$ cat src/rtl/valid_ready_stim_gen_if.sv
// ---------------------------------------------------------------------------
// valid_ready_stim_gen_if
//   Valid/ready handshake bundle between the sender-side traffic generator and
//   the write port of the FIFO under test.
//
//   Signals:
//     out_valid  sender -> receiver  word on out_data is valid
//     out_ready  receiver -> sender  receiver accepts the word this cycle
//     out_data   sender -> receiver  payload, DATA_WIDTH bits
//
//   Modports:
//     master  the traffic generator (drives valid/data, samples ready)
//     slave   the consumer (samples valid/data, drives ready)
// ---------------------------------------------------------------------------
interface valid_ready_stim_gen_if #(
    parameter int DATA_WIDTH = 8
);
    logic                  out_valid;
    logic                  out_ready;
    logic [DATA_WIDTH-1:0] out_data;

    modport master (
        output out_valid,
        output out_data,
        input  out_ready
    );

    modport slave (
        input  out_valid,
        input  out_data,
        output out_ready
    );
endinterface

$ cat src/rtl/valid_ready_stim_gen.sv
// ---------------------------------------------------------------------------
// valid_ready_stim_gen
//   Sender-side valid/ready traffic generator. Each run emits NUM_SEQUENCE
//   words taken from a 16-bit Fibonacci LFSR (taps 16,14,13,11), with the
//   valid pattern shaped by the selected traffic mode. The run reports how
//   many handshakes completed and a 16-bit running sum of the words sent.
//
//   Ports:
//     clk_sender  in   clock, all logic on the rising edge
//     reset_n     in   synchronous active-low reset
//     start       in   one-cycle pulse, begins a run from IDLE or DONE
//     mode        in   0 PERFECT, 1 RANDOM, 2 BURST, 3 PERFECT (latched on start)
//     throttle    in   RANDOM valid threshold / BURST idle gap (latched on start)
//     bus         if   master side of the valid/ready/data handshake
//     busy        out  high while a run is in progress
//     done        out  high once the run has finished, until next start/reset
//     sent_count  out  handshakes completed in the current run
//     checksum    out  sum mod 2^16 of the words handed over this run
// ---------------------------------------------------------------------------
module valid_ready_stim_gen #(
    parameter int          DATA_WIDTH   = 8,
    parameter int          NUM_SEQUENCE = 16,
    parameter int          BURST_LEN    = 4,
    parameter logic [15:0] DATA_SEED    = 16'hACE1,
    parameter logic [15:0] GAP_SEED     = 16'h1D0F,
    parameter int          CNT_W        = $clog2(NUM_SEQUENCE + 1)
) (
    input  logic                     clk_sender,
    input  logic                     reset_n,
    input  logic                     start,
    input  logic [1:0]               mode,
    input  logic [3:0]               throttle,
    valid_ready_stim_gen_if.master   bus,
    output logic                     busy,
    output logic                     done,
    output logic [CNT_W-1:0]         sent_count,
    output logic [15:0]              checksum
);

    typedef enum logic [1:0] {
        ST_IDLE,
        ST_RUN,
        ST_DONE
    } state_t;

    localparam logic [1:0] MODE_PERFECT = 2'd0;
    localparam logic [1:0] MODE_RANDOM  = 2'd1;
    localparam logic [1:0] MODE_BURST   = 2'd2;

    localparam int               BURST_W    = $clog2(BURST_LEN + 1);
    localparam logic [BURST_W-1:0] BURST_LAST = BURST_W'(BURST_LEN - 1);
    localparam logic [CNT_W-1:0] LAST_COUNT = CNT_W'(NUM_SEQUENCE - 1);
    localparam logic [CNT_W:0]   TOTAL_WORDS = (CNT_W + 1)'(NUM_SEQUENCE);

    // One step of the shared 16-bit polynomial x^16+x^14+x^13+x^11+1,
    // shifting right with the feedback entering at bit 15.
    function automatic logic [15:0] lfsr_step(input logic [15:0] s);
        return {s[0] ^ s[2] ^ s[3] ^ s[5], s[15:1]};
    endfunction

    state_t               state_q;
    logic [1:0]           mode_q;
    logic [3:0]           throttle_q;
    logic [15:0]          data_lfsr_q;
    logic [15:0]          gap_lfsr_q;
    logic                 out_valid_q;
    logic [BURST_W-1:0]   burst_cnt_q;
    logic [3:0]           gap_cnt_q;

    logic                 handshake;
    logic                 last_handshake;
    logic [CNT_W:0]       count_after;
    logic                 remaining;
    logic                 want;
    logic                 valid_nxt;
    logic                 start_want;
    logic [BURST_W-1:0]   burst_cnt_nxt;
    logic [3:0]           gap_cnt_nxt;
    logic [DATA_WIDTH-1:0] data_word;

    assign data_word     = data_lfsr_q[DATA_WIDTH-1:0];
    assign bus.out_valid = out_valid_q;
    assign bus.out_data  = data_word;

    // Next-cycle valid decision. A word already on the bus stays there until
    // it is taken; a new word is offered only if the mode wants one and the
    // run still has words left after this cycle's handshake. In BURST mode
    // the burst/gap counters are advanced here so that "want" reflects the
    // cycle being scheduled, which makes the idle gap exactly throttle long.
    always_comb begin
        handshake      = (state_q == ST_RUN) && out_valid_q && bus.out_ready;
        last_handshake = handshake && (sent_count == LAST_COUNT);
        count_after    = {1'b0, sent_count} + {{CNT_W{1'b0}}, handshake};
        remaining      = (count_after < TOTAL_WORDS);
        burst_cnt_nxt  = burst_cnt_q;
        gap_cnt_nxt    = gap_cnt_q;
        want           = 1'b1;
        case (mode_q)
            MODE_PERFECT: want = 1'b1;
            MODE_RANDOM:  want = (gap_lfsr_q[3:0] >= throttle_q);
            MODE_BURST: begin
                if (handshake) begin
                    if (burst_cnt_q == BURST_LAST) begin
                        burst_cnt_nxt = '0;
                        gap_cnt_nxt   = throttle_q;
                    end else begin
                        burst_cnt_nxt = burst_cnt_q + BURST_W'(1);
                    end
                end else if (gap_cnt_q != 4'd0) begin
                    gap_cnt_nxt = gap_cnt_q - 4'd1;
                end
                want = (gap_cnt_nxt == 4'd0);
            end
            default: want = 1'b1;
        endcase
        valid_nxt  = (out_valid_q && !bus.out_ready) ||
                     (!last_handshake && want && remaining);
        // First valid of a run uses the incoming mode/throttle, because the
        // latched copies only take effect after the start edge.
        start_want = (mode == MODE_RANDOM) ? (gap_lfsr_q[3:0] >= throttle) : 1'b1;
    end

    // Run control FSM with all registered outputs. Start is honoured only in
    // IDLE or DONE; it reseeds the data LFSR so every run produces the same
    // word sequence. The gap LFSR free-runs through RUN cycles and is only
    // reseeded by reset, so RANDOM timing varies between runs while data
    // content does not.
    always_ff @(posedge clk_sender) begin
        if (!reset_n) begin
            state_q     <= ST_IDLE;
            mode_q      <= MODE_PERFECT;
            throttle_q  <= 4'd0;
            data_lfsr_q <= DATA_SEED;
            gap_lfsr_q  <= GAP_SEED;
            out_valid_q <= 1'b0;
            burst_cnt_q <= '0;
            gap_cnt_q   <= 4'd0;
            busy        <= 1'b0;
            done        <= 1'b0;
            sent_count  <= '0;
            checksum    <= 16'd0;
        end else begin
            case (state_q)
                ST_IDLE, ST_DONE: begin
                    if (start) begin
                        state_q     <= ST_RUN;
                        mode_q      <= mode;
                        throttle_q  <= throttle;
                        data_lfsr_q <= DATA_SEED;
                        out_valid_q <= start_want;
                        burst_cnt_q <= '0;
                        gap_cnt_q   <= 4'd0;
                        busy        <= 1'b1;
                        done        <= 1'b0;
                        sent_count  <= '0;
                        checksum    <= 16'd0;
                    end
                end
                ST_RUN: begin
                    gap_lfsr_q  <= lfsr_step(gap_lfsr_q);
                    out_valid_q <= valid_nxt;
                    burst_cnt_q <= burst_cnt_nxt;
                    gap_cnt_q   <= gap_cnt_nxt;
                    if (handshake) begin
                        sent_count  <= sent_count + CNT_W'(1);
                        checksum    <= checksum + 16'(data_word);
                        data_lfsr_q <= lfsr_step(data_lfsr_q);
                    end
                    if (last_handshake) begin
                        state_q <= ST_DONE;
                        busy    <= 1'b0;
                        done    <= 1'b1;
                    end
                end
                default: state_q <= ST_IDLE;
            endcase
        end
    end

endmodule

$ cat src/flat_wrapper.sv
// flat-port wrapper written by rule: the top's interface ports become plain ports
module valid_ready_stim_gen_flat 
#(
    parameter int          DATA_WIDTH   = 8,
    parameter int          NUM_SEQUENCE = 16,
    parameter int          BURST_LEN    = 4,
    parameter logic [15:0] DATA_SEED    = 16'hACE1,
    parameter logic [15:0] GAP_SEED     = 16'h1D0F,
    parameter int          CNT_W        = $clog2(NUM_SEQUENCE + 1)
)
  (clk_sender, reset_n, start, mode, throttle, busy, done, sent_count, checksum, bus_out_valid, bus_out_data, bus_out_ready);
  valid_ready_stim_gen_if #(.DATA_WIDTH(DATA_WIDTH)) bus_i ();
  input  logic clk_sender;
  input  logic reset_n;
  input  logic start;
  input  logic [1:0] mode;
  input  logic [3:0] throttle;
  output logic busy;
  output logic done;
  output logic [CNT_W-1:0] sent_count;
  output logic [15:0] checksum;
  output wire logic [$bits(bus_i.out_valid)-1:0] bus_out_valid;
  output wire logic [$bits(bus_i.out_data)-1:0] bus_out_data;
  input wire logic [$bits(bus_i.out_ready)-1:0] bus_out_ready;
  assign bus_out_valid = bus_i.out_valid;
  assign bus_out_data = bus_i.out_data;
  assign bus_i.out_ready = bus_out_ready;
  valid_ready_stim_gen #(.DATA_WIDTH(DATA_WIDTH), .NUM_SEQUENCE(NUM_SEQUENCE), .BURST_LEN(BURST_LEN), .DATA_SEED(DATA_SEED), .GAP_SEED(GAP_SEED), .CNT_W(CNT_W)) u_core (.clk_sender(clk_sender), .reset_n(reset_n), .start(start), .mode(mode), .throttle(throttle), .bus(bus_i), .busy(busy), .done(done), .sent_count(sent_count), .checksum(checksum));
endmodule
$ cat config.mk
export PLATFORM = sky130hd
export DESIGN_NAME = valid_ready_stim_gen_flat
export DESIGN_NICKNAME = d
export VERILOG_FILES = /design/src/rtl/valid_ready_stim_gen_if.sv /design/src/rtl/valid_ready_stim_gen.sv /design/src/flat_wrapper.sv
export SDC_FILE = /design/constraint.sdc
export NUM_CORES = 1
export LEC_CHECK = 0
export CAP_MARGIN = 20
export CORE_UTILIZATION = 59
export CTS_BUF_LIST = sky130_fd_sc_hd__clkbuf_2 sky130_fd_sc_hd__clkbuf_4 sky130_fd_sc_hd__clkbuf_8
export CTS_CLUSTER_SIZE = 16
export DETAILED_ROUTE_END_ITERATION = 16
export PLACE_DENSITY_LB_ADDON = 0.25
export SLEW_MARGIN = 20
export SYNTH_ARGS = -nofsm -noshare
export SYNTH_HDL_FRONTEND = slang
export SYNTH_SLANG_ARGS = --single-unit
$ cat constraint.sdc
create_clock -name clk_sender -period 3 [get_ports clk_sender]
set_clock_uncertainty 0.1 [all_clocks]
set_input_delay 0.6 -clock clk_sender [delete_from_list [all_inputs] [get_ports clk_sender]]
set_output_delay 0.6 -clock clk_sender [all_outputs]
set_load 0.02 [all_outputs]
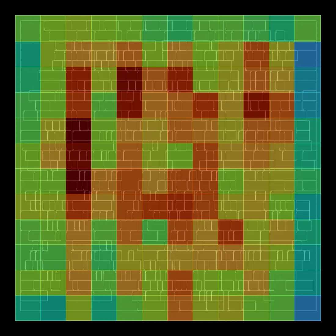
*Track usage over the die, run 1*
mean routed wirelength per cell: 15.6 µm
most utilized layer in the global route result: met2

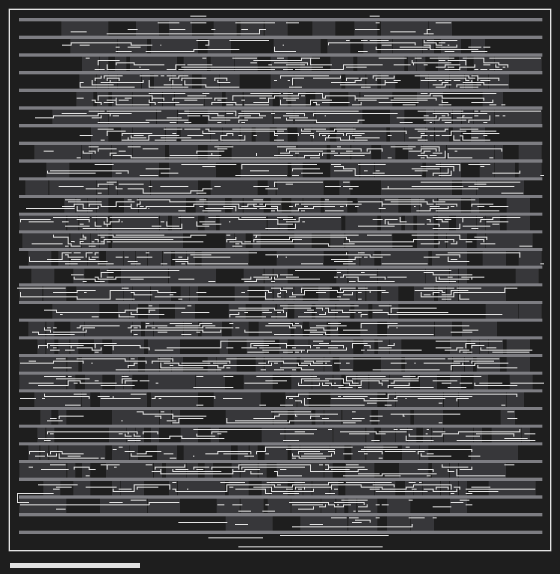
*Metal 1, run 1*
Scale bar: 20 µm. Supply wires on this layer in gray. Cells faint in the background.
share of all routed wire: 48%
nets with wire on the layer: 480
longest straight run: 33.6 µm
wire length on this layer: 4240 µm
main direction: horizontal

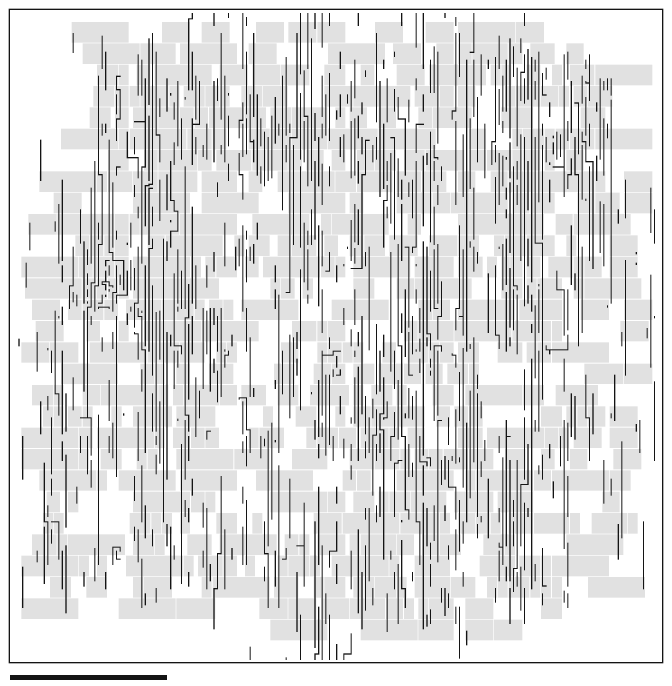
*Metal 2, run 1*
Scale bar: 20 µm. Cells faint in the background.
share of all routed wire: 45%
wire length on this layer: 3990 µm
main direction: vertical
wire length reported by the detailed router: 8920 µm
detailed-route via count: 3386

==> flow_summary.toml, run 1 <==
# yosys + openroad results
[timing]
grt_setup_unrepaired = "no"
period_needed_ps = 2420
post-route-period-util_pct = 80.8
timing.slew.headroom_pct = 35.8
report.final.hold_viol_count = 0
max_freq_mhz = 413
worstMarginPinSlew_ps = 963
worst_hold_slack_ps = 359
finalSetupTns_ps = 0
setup_viol = 0
slew_viol_final = 0

[logic_synthesis]
top_cells_by_area = "sky130_fd_sc_hd__dfxtp_1, sky130_fd_sc_hd__nand2_1, sky130_fd_sc_hd__ha_1, sky130_fd_sc_hd__a21boi_1, sky130_fd_sc_hd__nand3_1"
asyncSetResetFlopFracSynth_pct = 0
ys_seq_share_pct = 36.6
yosys_area_mm2 = 0.00388
post_synth_ao_oa_area_fraction_pct = 21.3
synth_flops = 71
synthAdderAreaFrac_pct = 7.61
mapped_cell_area_mm2 = 0.00388
synth-cells-yosys = 466
post_synth_mux_area_share_pct = 0.516
synthTopLogicFamily = "simple AND/OR/NAND/NOR gates"
library_cell_with_the_highest_instance_count_after_synthesis = "sky130_fd_sc_hd__nand2_1"
synth.distinct_cells = 64
ys.flop_type = "sky130_fd_sc_hd__dfxtp_1"
synthesis.area_per_instance_um2 = 8.32
post_synthesis_simple_gate_area_fraction_pct = 23.8
xor_share_pct = 3.16
syn_nets = 499
synth_top_cell_by_area = "sky130_fd_sc_hd__dfxtp_1"
synth_cells = 466
synth_warnings = 0
edf_count = 0
synth.top_cell.area_share_pct = 36.6
top_cells_by_count = "sky130_fd_sc_hd__nand2_1, sky130_fd_sc_hd__dfxtp_1, sky130_fd_sc_hd__nand3_1"

[clock_tree]
cts-root-to-sink-buffers = 2
cts.hold.buffers_added = 0
htree_num_levels = 3
clock_sinks = 71
cts.root.buffer_cell = "sky130_fd_sc_hd__clkbuf_8"
cts_post_setup_buffers_inserted = 0
ctsResizeCount = 0
clock_insertion_delay_worst_skew_ps = 350
tritoncts.num_buffers = 9
clk_transition_reported_paths_ps = 70
clock_tree_from_tritoncts = "yes"

[die]
fp.dieArea_mm2 = 0.00690
die-height_um = 83.1
fp_util_pct = 61.1
die-width_um = 83.1
design.portCount = 42
rows = 29
core_mm2 = 0.00635

[power]
power-per-cell-area_mw_per_mm2 = 481
ir_worst_vdd_mv = 0.381
power.static_leakage_uw = 0.00170

[final_layout]
syn_to_final_growth_pct = 15.5
stdcell_area_mm2 = 0.00448
fillerInstances = 490
logic_area_mm2 = 0.00218
finish.net_count = 523
largest_registers = "u_core.checksum (16), u_core.data_lfsr_q (16), u_core.gap_lfsr_q (16)"
regArea_mm2 = 0.00142
post-route-util_pct = 70.6
final_cell_mix = "sky130_fd_sc_hd__nand2_1, sky130_fd_sc_hd__dfxtp_1, sky130_fd_sc_hd__clkdlybuf4s50_1, sky130_fd_sc_hd__nand3_1, sky130_fd_sc_hd__ha_1"
layout-drive-gt1-share_pct = 6.26
lay_top_count = "sky130_fd_sc_hd__nand2_1"
antenna_cells = 0

[drt]
dr.first_iter.drc_count = 239
antenna_violating_nets_post_route = 0
drt_first_pass_iters = 5
drc = 0
post_drt_via_cell_ratio = 5.92

[global_routing]
antenna_found_initial = 0
grt_pass1_vias = 3179
track_usage_pct = 26.7
wire_length_of_the_first_global_routing_pass_um = 14900
maximum_number_of_pins_on_one_net_before_global_route_repair = 43
grt_overflow = 0

[setup_path]
cp_max_fo = 19
category_of_the_critical_setup_timing_path = "in -> reg"
critPathSlowestCell = "sky130_fd_sc_hd__clkdlybuf4s50_1"
timing.critical_path.max_delay_family = "buffers and inverters"
arrival_time_at_the_worst_endpoint_ps = 2560
cp_num_buf_inv = 2
critical_path_required_ps = 3130
crit_chain = "clkdlybuf4s50_1, nand4b_2, buf_4, nand2_1, o21ai_1, a22oi_1, nor2b_1"
critPathMaxStageDelay_ps = 520
worstSetupStartpointType = "input port"
endpoint_kind = "register"

[placed_design]
globalplace.congestion = 0.911
port_buffers = 41
detailed_place_hpwl_um = 6080
dpl-instance-area_mm2 = 0.00424

[job]
timing.max_cap.violations = 0
warning_count = 27

[worst_hold_path]
hp-class = "reg -> reg"

[run_status]
outcome = "finished, final reports clean"
## run 1: cell type report
| type | instances | share of cell area [%] |
|---|---|---|
| inverter | 19 | 1.59 |
| sequential | 71 | 31.7 |
| timing repair buffer | 49 | 10.4 |
| clock inverter | 4 | 1.70 |
| clock buffer | 12 | 3.69 |
| multi-input combinational | 340 | 48.8 |
| tap | 77 | 2.15 |
## run 1: path summary, 6_finish.rpt
kind,to,slack (ps),cells past startpoint,start
worst max-delay path,u_core.burst_cnt_q[1],580,7,bus_out_ready
worst min register to register,u_core.data_lfsr_q[9],360,2,u_core.data_lfsr_q[10]
worst min-delay path,u_core.data_lfsr_q[9],360,2,u_core.data_lfsr_q[10]
worst max register to register,u_core.checksum[6],690,7,u_core.data_lfsr_q[0]
## run 1: layer usage
metal	up-vias	GRT usage [%]	wire length, µm
met5	-	0	0
met1	1566	35.5	4240
met3	18	4.17	479
li1	1696	-	-
met2	106	43.0	3990
met4	0	11.4	211
## run 1: worst reg2reg max path, stage by stage (launching register included)
cell,delay (ps)
sky130_fd_sc_hd__dfxtp_1,360
sky130_fd_sc_hd__ha_1,280
sky130_fd_sc_hd__fa_1,440
sky130_fd_sc_hd__a211oi_1,230
sky130_fd_sc_hd__o21bai_1,220
sky130_fd_sc_hd__a211o_1,330
sky130_fd_sc_hd__a32oi_1,200
sky130_fd_sc_hd__nor2b_1,60
## run 1: metrics by stage
stage	worst slack, ps	cells	total power, µW
2_1_floorplan	854	466	1200
3_3_place_gp	393	556	1260
3_5_place_dp	277	556	1270
4_1_cts	612	572	2160
5_1_grt	474	572	2240
6_report	576	572	2160
## run 1: power breakdown
group | leakage (µW) | internal (µW) | switching (µW)
registers | 0.000577 | 975 | 28.8
logic | 0.00101 | 100 | 148
clock network | 0.000119 | 538 | 367
total | 0.00170 | 1610 | 544
==> inputs of run 2 (changes only) <==
Settings changed: CORE_UTILIZATION 59 to 53.
Clock period 3 ns to 1.96 ns, I/O delays scaled along.
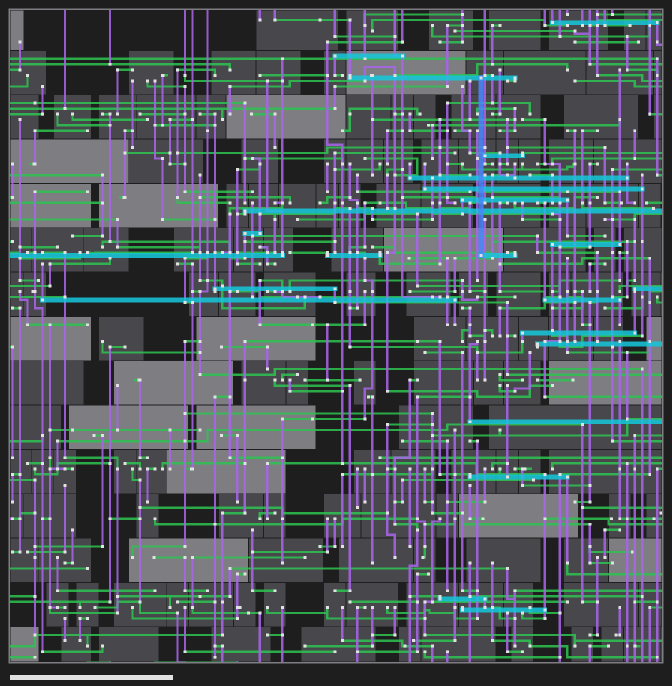
*Zoomed window, run 2*
Scale bar: 10 µm. Region (24, 6) to (64, 46) µm. Cells in gray, sequential cells in the stronger gray; small squares are vias.
[M2] purple
[M1] green
[M3] cyan
[M4] blue
most frequent: nand2_1 (25), dfxtp_1 (15), inv_1 (11)
netlist names of flops here include: u_core.gap_lfsr_q (4), u_core.burst_cnt_q (3), u_core.gap_cnt_q (3)
cells with their middle in the window: 148
sequential cells in the window: 15

==> run 2 against run 1 <==
  * Sequential share of layout area is 2.4 points lower
  * First-iteration DRC count is 11% higher
  * Flip-flop count stayed put
  * Critical path depth is 1 higher
  * Total power is 61% higher
==> flow_summary.toml, run 2 <==
# yosys + openroad results
[setup_path]
category_of_the_critical_setup_timing_path = "reg -> reg"
critPathSlowestCell = "sky130_fd_sc_hd__fa_2"
worstSetupStartpointType = "register"
endpoint_kind = "register"
arrival_time_at_the_worst_endpoint_ps = 2090
timing.critical_path.max_delay_family = "adder cells"

[die]
rows = 30
design.portCount = 42
fp.dieArea_mm2 = 0.00766
core_mm2 = 0.00694
fp_util_pct = 55.9
die-height_um = 87.5

[global_routing]
track_usage_pct = 26.5
grt_pass1_vias = 3330
antenna_found_initial = 0
wire_length_of_the_first_global_routing_pass_um = 15800
maximum_number_of_pins_on_one_net_before_global_route_repair = 29

[placed_design]
dpl.cell_count = 605
detailed_place_hpwl_um = 6710
port_buffers = 41
pre_cts_slack_ps = -333

[logic_synthesis]
synthesis.area_per_instance_um2 = 8.32
synth-cells-yosys = 466
asyncSetResetFlopFracSynth_pct = 0
synth_cells = 466
synth_warnings = 0
ys_seq_share_pct = 36.6
library_cell_with_the_highest_instance_count_after_synthesis = "sky130_fd_sc_hd__nand2_1"
syn_nets = 499
synth.distinct_cells = 64
synth.top_cell.area_share_pct = 36.6
yosys_area_mm2 = 0.00388
top_cells_by_count = "sky130_fd_sc_hd__nand2_1, sky130_fd_sc_hd__dfxtp_1, sky130_fd_sc_hd__nand3_1"
ys.flop_type = "sky130_fd_sc_hd__dfxtp_1"

[job]
warning_count = 29
timing.max_cap.violations = 0

[clock_tree]
clock_tree_from_tritoncts = "yes"
clock_sinks = 71
clk_transition_reported_paths_ps = 80
tritoncts.num_buffers = 9
cts_post_setup_buffers_inserted = 0
ctsResizeCount = 6
clock_insertion_delay_worst_skew_ps = 350
cts-root-to-sink-buffers = 2

[final_layout]
fillerInstances = 511
largest_registers = "u_core.checksum (16), u_core.data_lfsr_q (16), u_core.gap_lfsr_q (16)"
finish.net_count = 553
post_layout_nonfiller_instances = 621
lay_top_count = "sky130_fd_sc_hd__nand2_1"
antenna_cells = 0
syn_to_final_growth_pct = 25.5
stdcell_area_mm2 = 0.00487

[power]
power_uw = 3460
pwr-share-clk_pct = 42.9
power.static_leakage_uw = 0.00201
sequentialPowerShare_pct = 44.5
ir_worst_vdd_mv = 0.583
power.combinational.fraction_pct = 12.7

[run_status]
outcome = "finished, final reports clean"

[drt]
antenna_violating_nets_post_route = 0
dr.first_iter.drc_count = 265
drc = 0
num_vias = 3612
post_drt_via_cell_ratio = 5.82
route.final.wire_length_um = 9660

[timing]
post-route-period-util_pct = 99.0
max_freq_mhz = 516
grt_setup_unrepaired = "yes"
period_needed_ps = 1940
setup_viol = 0
run 2: worst reg2reg max path, delay by kind of cell (launching register included):
kind | cells | cell delay, ps
AND/OR/NAND/NOR | 1 | 50
buffers and inverters | 1 | 160
XOR/XNOR | 1 | 160
AND-OR/OR-AND | 3 | 510
flip-flops | 1 | 340
adder cells (fa/ha/maj) | 2 | 520
run 2: path summary, 6_finish.rpt:
path                         start             endpoint  slack [ps]  depth (start not counted)
min reg2reg            u_core.busy          u_core.busy         360                          2
min                    u_core.busy          u_core.busy         360                          2
max          u_core.data_lfsr_q[0]  u_core.checksum[14]          20                          8
max reg2reg  u_core.data_lfsr_q[0]  u_core.checksum[14]          20                          8
run 2: power groups by stage:
stage	clock network (µW)	logic [µW]	registers, µW
3_5_place_dp	0	427	1570
3_3_place_gp	0	417	1570
6_report	1480	438	1540
5_1_grt	1580	480	1550
2_1_floorplan	0	272	1570
4_1_cts	1500	432	1540
run 2: per-layer routing:
metal	vias to the layer above	share of wire (%)	track usage (%)
met4	0	1.4	10.6
li1	1766	-	-
met1	1702	47	37.4
met5	-	0	0
met3	13	6.1	4.81
met2	131	46	40.2
run 2: cell type report:
class                      count  area (µm²)  area share, %
multi-input combinational    340        2270           46.5
sequential                    71        1430           29.3
timing repair buffer          79         731           15.0
clock buffer                  10         138           2.83
inverter                      19        71.3           1.46
tap                           96         120           2.47
clock inverter                 6         116           2.39
run 2: kinds of logic (layout without fill, tap and decap cells):
group / count (synthesis) / after routing / share of synthesized area, %
flip-flops: 71 / 71 / 36.6
XOR/XNOR: 14 / 14 / 3.16
buffers and inverters: 55 / 114 / 7.03
adder cells (fa/ha/maj): 23 / 23 / 7.61
AND/OR/NAND/NOR: 189 / 189 / 23.8
multiplexers: 2 / 2 / 0.516
AND-OR/OR-AND: 112 / 112 / 21.3
Power is estimated from default activity; no workload was simulated.
